Run 1, gate families picked out:
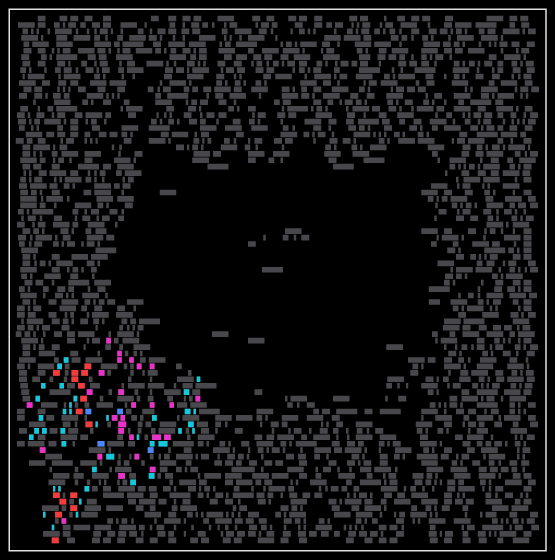
Run 1, sequential cells grouped by signal name:
Scale bar: 50 um.
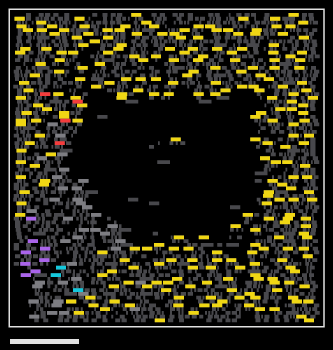
Run 1, routing congestion:
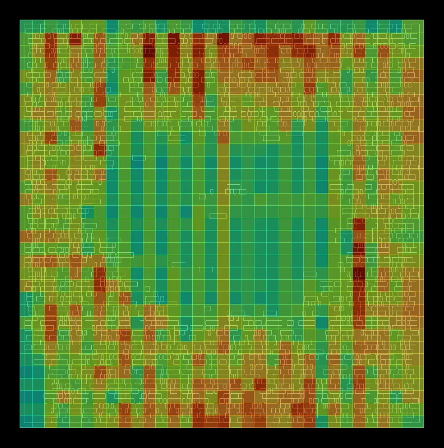
Run 1, M3 wires:
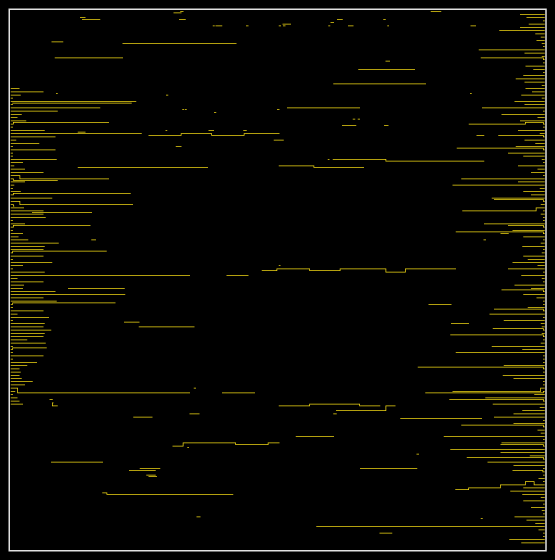
`src/rtl/move_stream_pkg.sv`:
```
// Shared constants and state encoding for the move_stream sequencer.
package move_stream_pkg;

    localparam int PIECE_BITS    = 4;
    localparam int MAX_POSITIONS = 256;
    localparam int LAT_WIDTH     = 4;

    localparam logic [PIECE_BITS-1:0] EMPTY_POSN = 4'h0;
    localparam logic [3:0]            EP_NONE    = 4'b1000;

    typedef enum logic [2:0] {
        ST_IDLE,
        ST_WAIT_READY,
        ST_FETCH,
        ST_PRESENT,
        ST_CLEAR,
        ST_DONE
    } ms_state_e;

endpackage

```
`src/rtl/move_stream.sv`:
```
// Walks the all_moves list once per start, streaming each child position
// over valid/ready and clearing all_moves when the walk ends.
module move_stream
    import move_stream_pkg::*;
#(
    parameter int PIECE_WIDTH        = PIECE_BITS,
    parameter int SIDE_WIDTH         = PIECE_WIDTH * 8,
    parameter int BOARD_WIDTH        = SIDE_WIDTH * 8,
    parameter int MAX_POSITIONS      = move_stream_pkg::MAX_POSITIONS,
    parameter int MAX_POSITIONS_LOG2 = $clog2(MAX_POSITIONS),
    parameter int READ_LATENCY       = 1
) (
    input  logic                          clk,
    input  logic                          reset,
    input  logic                          start,
    input  logic                          abort,
    input  logic                          moves_ready,
    input  logic [MAX_POSITIONS_LOG2-1:0] move_count,
    input  logic [BOARD_WIDTH-1:0]        board_in,
    input  logic                          white_to_move_in,
    input  logic [3:0]                    castle_mask_in,
    input  logic [3:0]                    en_passant_col_in,
    output logic [MAX_POSITIONS_LOG2-1:0] move_index,
    output logic                          clear_moves,
    output logic                          out_valid,
    input  logic                          out_ready,
    output logic [BOARD_WIDTH-1:0]        out_board,
    output logic                          out_white_to_move,
    output logic [3:0]                    out_castle_mask,
    output logic [3:0]                    out_en_passant_col,
    output logic [MAX_POSITIONS_LOG2-1:0] out_index,
    output logic                          out_last,
    output logic                          busy,
    output logic                          done,
    output logic [MAX_POSITIONS_LOG2-1:0] streamed
);

    localparam int IW = MAX_POSITIONS_LOG2;
    localparam logic [BOARD_WIDTH-1:0] EMPTY_BOARD =
        {(BOARD_WIDTH / PIECE_WIDTH){PIECE_WIDTH'(EMPTY_POSN)}};

    ms_state_e              state_q, state_d;
    logic [IW-1:0]          cnt_q, cnt_d;
    logic [IW-1:0]          move_index_q, move_index_d;
    logic [LAT_WIDTH-1:0]   lat_q, lat_d;
    logic [IW-1:0]          streamed_q, streamed_d;
    logic [IW-1:0]          out_index_q, out_index_d;
    logic                   out_last_q, out_last_d;
    logic [BOARD_WIDTH-1:0] out_board_q, out_board_d;
    logic                   out_wtm_q, out_wtm_d;
    logic [3:0]             out_castle_q, out_castle_d;
    logic [3:0]             out_ep_q, out_ep_d;
    logic                   out_valid_q, out_valid_d;
    logic                   clear_q, clear_d;
    logic                   done_q, done_d;
    logic                   busy_q, busy_d;

    always_comb begin
        state_d      = state_q;
        cnt_d        = cnt_q;
        move_index_d = move_index_q;
        lat_d        = lat_q;
        streamed_d   = streamed_q;
        out_index_d  = out_index_q;
        out_last_d   = out_last_q;
        out_board_d  = out_board_q;
        out_wtm_d    = out_wtm_q;
        out_castle_d = out_castle_q;
        out_ep_d     = out_ep_q;

        case (state_q)
            ST_IDLE: begin
                if (start) begin
                    state_d    = ST_WAIT_READY;
                    streamed_d = '0;
                end
            end
            ST_WAIT_READY: begin
                if (abort) begin
                    state_d = ST_CLEAR;
                end else if (moves_ready) begin
                    cnt_d = move_count;
                    if (move_count == '0) begin
                        state_d = ST_CLEAR;
                    end else begin
                        move_index_d = '0;
                        lat_d        = LAT_WIDTH'(READ_LATENCY);
                        state_d      = ST_FETCH;
                    end
                end
            end
            ST_FETCH: begin
                if (abort) begin
                    state_d = ST_CLEAR;
                end else if (lat_q == LAT_WIDTH'(1)) begin
                    // board_in is valid on the last FETCH cycle; capture it there.
                    out_board_d  = board_in;
                    out_wtm_d    = white_to_move_in;
                    out_castle_d = castle_mask_in;
                    out_ep_d     = en_passant_col_in;
                    out_index_d  = move_index_q;
                    out_last_d   = (move_index_q == cnt_q - IW'(1));
                    state_d      = ST_PRESENT;
                end else begin
                    lat_d = lat_q - LAT_WIDTH'(1);
                end
            end
            ST_PRESENT: begin
                if (abort) begin
                    state_d = ST_CLEAR;
                end else if (out_ready) begin
                    streamed_d = streamed_q + IW'(1);
                    if (out_last_q) begin
                        state_d = ST_CLEAR;
                    end else begin
                        move_index_d = move_index_q + IW'(1);
                        lat_d        = LAT_WIDTH'(READ_LATENCY);
                        state_d      = ST_FETCH;
                    end
                end
            end
            ST_CLEAR: state_d = ST_DONE;
            ST_DONE:  state_d = ST_IDLE;
            default:  state_d = ST_IDLE;
        endcase

        // Status outputs are registered copies of the next state.
        out_valid_d = (state_d == ST_PRESENT);
        clear_d     = (state_d == ST_CLEAR);
        done_d      = (state_d == ST_DONE);
        busy_d      = (state_d != ST_IDLE);
    end

    always_ff @(posedge clk) begin
        if (!reset) begin
            state_q      <= ST_IDLE;
            cnt_q        <= '0;
            move_index_q <= '0;
            lat_q        <= '0;
            streamed_q   <= '0;
            out_index_q  <= '0;
            out_last_q   <= 1'b0;
            out_board_q  <= EMPTY_BOARD;
            out_wtm_q    <= 1'b1;
            out_castle_q <= '0;
            out_ep_q     <= EP_NONE;
            out_valid_q  <= 1'b0;
            clear_q      <= 1'b0;
            done_q       <= 1'b0;
            busy_q       <= 1'b0;
        end else begin
            state_q      <= state_d;
            cnt_q        <= cnt_d;
            move_index_q <= move_index_d;
            lat_q        <= lat_d;
            streamed_q   <= streamed_d;
            out_index_q  <= out_index_d;
            out_last_q   <= out_last_d;
            out_board_q  <= out_board_d;
            out_wtm_q    <= out_wtm_d;
            out_castle_q <= out_castle_d;
            out_ep_q     <= out_ep_d;
            out_valid_q  <= out_valid_d;
            clear_q      <= clear_d;
            done_q       <= done_d;
            busy_q       <= busy_d;
        end
    end

    assign move_index         = move_index_q;
    assign clear_moves        = clear_q;
    assign out_valid          = out_valid_q;
    assign out_board          = out_board_q;
    assign out_white_to_move  = out_wtm_q;
    assign out_castle_mask    = out_castle_q;
    assign out_en_passant_col = out_ep_q;
    assign out_index          = out_index_q;
    assign out_last           = out_last_q;
    assign busy               = busy_q;
    assign done               = done_q;
    assign streamed           = streamed_q;

endmodule

```
`config.mk`:
```
export PLATFORM = sky130hd
export DESIGN_NAME = move_stream
export DESIGN_NICKNAME = d
export VERILOG_FILES = /design/src/rtl/move_stream_pkg.sv /design/src/rtl/move_stream.sv
export SDC_FILE = /design/constraint.sdc
export NUM_CORES = 1
export LEC_CHECK = 0
export CAP_MARGIN = 20
export CELL_PAD_IN_SITES_DETAIL_PLACEMENT = 1
export CELL_PAD_IN_SITES_GLOBAL_PLACEMENT = 1
export CORE_AREA = 2 2 224 226
export CTS_CLUSTER_SIZE = 40
export DETAILED_ROUTE_END_ITERATION = 10
export DIE_AREA = 0 0 226 228
export PLACE_DENSITY = 0.7
export SYNTH_ARGS = -nofsm -noshare
export SYNTH_HDL_FRONTEND = slang
export SYNTH_SLANG_ARGS = --single-unit
```
`constraint.sdc`:
```
create_clock -name clk -period 4 [get_ports clk]
set_clock_uncertainty 0.15 [all_clocks]
set_input_delay 0.8 -clock clk [delete_from_list [all_inputs] [get_ports clk]]
set_output_delay 0.8 -clock clk [all_outputs]
set_load 0.02 [all_outputs]
```
==> results.json, run 1 <==
{
  "seq_share_pct": 31.7,
  "clkPwrFrac_pct": 49.1,
  "cts_buffers": 39,
  "grt_pass1_wl_um": 70000,
  "top_area_cell": "dfxtp_1",
  "cts_tree": "done",
  "max_slew.worst_pin.slew_ns": 0.672,
  "start_kind": "flip-flop",
  "fp.coreArea_um2": 49300,
  "cts_resized": 0,
  "r2r_end": "out_board[230]",
  "setup_tns_ns": 0,
  "drtPass1Iterations": 4,
  "synth-xor-area-share_pct": 1.10,
  "cts_root_buf": "clkbuf_16",
  "insertion_delay_ns": 0.54,
  "logic_family": "simple AND/OR/NAND/NOR gates",
  "fillers": 5766,
  "grt_max_degree": 157,
  "dieArea_um2": 51500,
  "final-setup-viol-count": 0,
  "cp.depth": 1,
  "crit_start": "move_index[2]",
  "num_io_pins": 573,
  "final_area_um2": 19500,
  "largest_register_ffs": 256,
  "status": "finished clean",
  "worst_slack_ns": 1.24,
  "critPathTopFamily": "buffers and inverters",
  "flop_cell": "dfxtp_1",
  "ff2ff_setup_slack_ns": 1.32,
  "tool_warnings": 37,
  "yosysWarningCount": 0,
  "nClkBuffers": 64,
  "die_w_um": 226,
  "p_int_mw": 5.51,
  "power-top-group": "the clock network",
  "power_clock_mw": 3.45,
  "pwr-share-comb_pct": 6.7,
  "use_met1_pct": 18.8,
  "peakVddDrop_mv": 0.224,
  "fin_hold_ws_ns": 0.299,
  "route.met2.wl_um": 22500,
  "gp_congestion": 0.795,
  "ys_top_cells_by_area": "dfxtp_1, nand2_1, a21boi_1",
  "p_leak_nw": 6.61,
  "dominant_cells": "registers",
  "synth_chip_area_um2": 11900,
  "fmax_ghz": 0.363,
  "endpoint": "move_index[2]",
  "nets": 2222,
  "edf_count": 0,
  "antenna_found_initial": 7,
  "htree_levels": 2,
  "ys_types": 48,
  "fp_util_pct": 24.2,
  "area_share_nonclk_buffers_pct": 30.1,
  "yosys-stat-cells": 1415,
  "clock_sinks": 309,
  "overflow": 0,
  "crit_path_max_fanout": 11,
  "compound_area_share_pct": 19.5,
  "signal_buffers": 582,
  "yosysMostFrequentCell": "nand2_1",
  "routedWlPerCell_um": 17.4,
  "clkCellAreaFrac_pct": 6.49,
  "std_cell_rows": 82,
  "power_density_nw_per_um2": 360,
  "post-cts-setup-buffers": 0,
  "synth_cells": 1415,
  "grt_pass1_vias": 12000,
  "cpMaxStageDelayCell": "clkdlybuf4s50_1",
  "crit_buf_inv": 1,
  "holdCritPathClass": "flip-flop to flip-flop",
  "hp-start": "out_board[192]",
  "highest_layer": "met5",
  "ys_sh_mux_pct": 1.01,
  "regArea_um2": 6190,
  "required_ns": 3.05,
  "path_class": "flip-flop to output port",
  "postRouteAntennaNets": 0,
  "hold_end": "out_board[192]",
  "dr.first_iter.drc_count": 565,
  "drc_errors": 0,
  "hold_viol_final": 0,
  "seq_cells": 309
}
Notes on 'gate families picked out' above:
Key: cyan = NOR gates [cells 39, where south-west]; magenta = AND and OR gates [cells 27, where south-west]; red = XOR/XNOR gates [cells 15, where south-west]; blue = AND-OR and OR-AND gates [cells 4, where south-west]

Notes on 'sequential cells grouped by signal name' above:
Key: yellow = `out_board` [placed flops 256, where widely spread]; purple = `cnt_q` [placed flops 8, where south-west]; red = `out_castle_mask` [placed flops 4]; cyan = `state_q` [placed flops 3]
Another 38 sequential cells are not coloured.

Notes on 'routing congestion' above:
met2 Usage GRT: 30.3%
Global Route Usage Sum: 17.4%
GR peak layer: met2
M3 GR Usage: 6.97%

Notes on 'M3 wires' above:
The layer holds 9.3% of the routed length. The wires run mostly horizontal. The layer carries 4280 um of wire. 296 nets have wire on it.
Total Wirelength: 46000 um
via count: 11600

## Run 2: what changed since run 1
- CORE_AREA: 2 2 224 226 -> 2 2 225 227
- DIE_AREA: 0 0 226 228 -> 0 0 227 229
- PLACE_DENSITY: 0.7 -> 0.69
- clock period: 4 -> 2.55 ns (I/O delays scaled with it)
Run 2, metal 2:
Scale bar: 50 um.
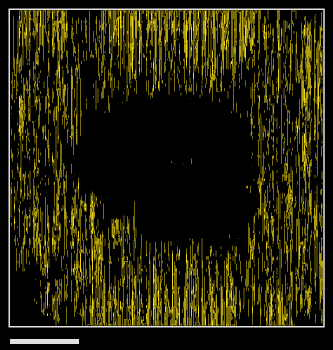
The layer holds 49% of the routed length. The wires run mostly vertical. The longest straight run is 96.0 um. 2015 nets have wire on it.
via count: 11800
met2 Usage GRT: 31.2%
Total Wirelength: 46300 um

Run 2, M3 wires:
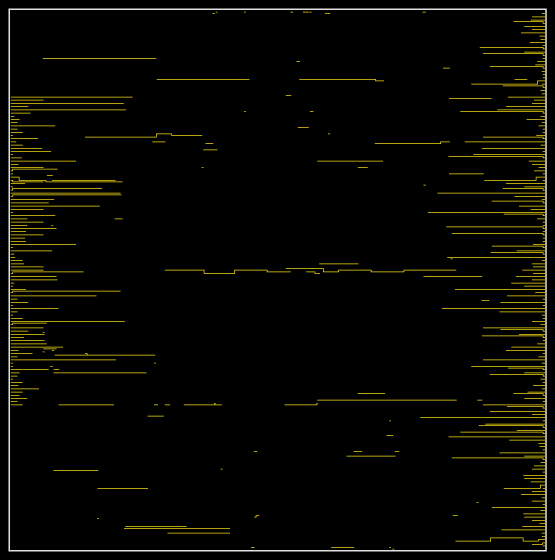
291 nets have wire on it. The layer holds 9.0% of the routed length. The wires run mostly horizontal.

Run 2, gate families picked out:
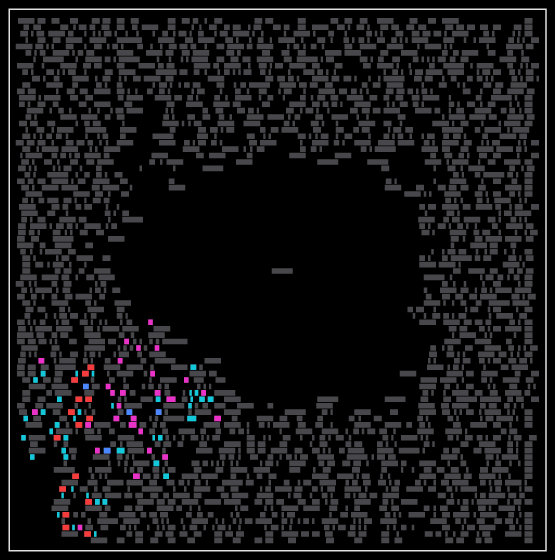
Top cell excl fill/tap: clkdlybuf4s50_1
multi-input combinational area share: 26.7%

==> run 2 against run 1 <==
First-iteration DRC count decreased by 26%; sequential share of layout area decreased by 0.56 points; register-to-register slack got worse by 1.1 ns; synthesized cell count unchanged; critical path depth unchanged; setup slack got worse by 1.1 ns; power increased by 58%; via count increased by 1.3%; utilization increased by 0.47 points; final cell count increased by 0.98%.
==> results.json, run 2 <==
{
  "status": "finished clean",
  "antenna_cells": 1,
  "num_io_pins": 573,
  "seq_cells": 309,
  "power_clock_mw": 5.45,
  "fillers": 5846,
  "synth_cells": 1415,
  "holdCritPathClass": "primary input to flip-flop",
  "grt_max_degree": 174,
  "nClkBuffers": 57,
  "p_leak_nw": 6.81,
  "fp.coreArea_um2": 49700,
  "r2r_end": "move_index[3]",
  "grtUsageTotal_pct": 17.3,
  "hold_viol_final": 0,
  "grt_pass1_wl_um": 70400,
  "top_area_cell": "dfxtp_1",
  "fin_hold_ws_ns": 0.113,
  "cts_buffers": 39,
  "area_share_nonclk_buffers_pct": 31.5,
  "endpoint": "move_index[3]",
  "cts_tree": "done",
  "edf_count": 0,
  "ys_top_cells_by_area": "dfxtp_1, nand2_1, a21boi_1",
  "max_slew.worst_pin.slew_ns": 0.716,
  "worst_slack_ns": 0.148,
  "power_density_nw_per_um2": 557,
  "std_cell_rows": 82,
  "yosys-stat-cells": 1415,
  "required_ns": 1.89,
  "highest_layer": "met4",
  "gr-max-usage-layer": "met2",
  "die_height_um": 229,
  "placed_area_um2": 18600,
  "overflow": 0,
  "compound_area_share_pct": 19.5,
  "dr.first_iter.drc_count": 419,
  "hp-start": "reset",
  "fmax_ghz": 0.416,
  "ys_types": 48,
  "use_met1_pct": 18.4,
  "grt_pass1_vias": 12500,
  "cts_root_buf": "clkbuf_16",
  "logic_family": "simple AND/OR/NAND/NOR gates",
  "route.met2.wl_um": 22900,
  "seq_share_pct": 31.1,
  "flop_cell": "dfxtp_1",
  "crit_start": "move_index[3]",
  "ys_sh_mux_pct": 1.01,
  "gp_congestion": 0.808,
  "yosysMostFrequentCell": "nand2_1",
  "post-cts-setup-buffers": 0,
  "fin_util_pct": 40.0,
  "signal_buffers": 616,
  "p_int_mw": 8.70,
  "routedWlPerCell_um": 17.3,
  "final-setup-viol-count": 0,
  "dominant_cells": "buffers",
  "peakVddDrop_mv": 0.432,
  "postRouteAntennaNets": 0,
  "grtUsageMet3_pct": 5.99,
  "cpPeakStageDelay_ns": 0.69,
  "synth-xor-area-share_pct": 1.10,
  "die_w_um": 227,
  "clkCellAreaFrac_pct": 6.33,
  "antenna_found_initial": 2,
  "yosysWarningCount": 0,
  "pwr-share-comb_pct": 6.8,
  "start_kind": "flip-flop",
  "nets": 2256,
  "dieArea_um2": 52000,
  "drtPass1Iterations": 6,
  "critPathTopFamily": "buffers and inverters",
  "synth_chip_area_um2": 11900,
  "tool_warnings": 31,
  "regArea_um2": 6190,
  "hold_end": "move_index[1]",
  "clock_sinks": 309,
  "insertion_delay_ns": 0.53,
  "cts_resized": 0,
  "ff2ff_setup_slack_ns": 0.25,
  "path_class": "flip-flop to output port",
  "htree_levels": 2,
  "final_area_um2": 19900,
  "drc_errors": 0,
  "crit_buf_inv": 1,
  "fp_util_pct": 24.0,
  "largest_register_ffs": 256,
  "cpMaxStageDelayCell": "clkdlybuf4s50_1",
  "power-top-group": "the clock network",
  "cp.depth": 1,
  "clkPwrFrac_pct": 49.2,
  "crit_path_max_fanout": 8
}
No activity file was given, so power comes from the tool's default toggle rates.
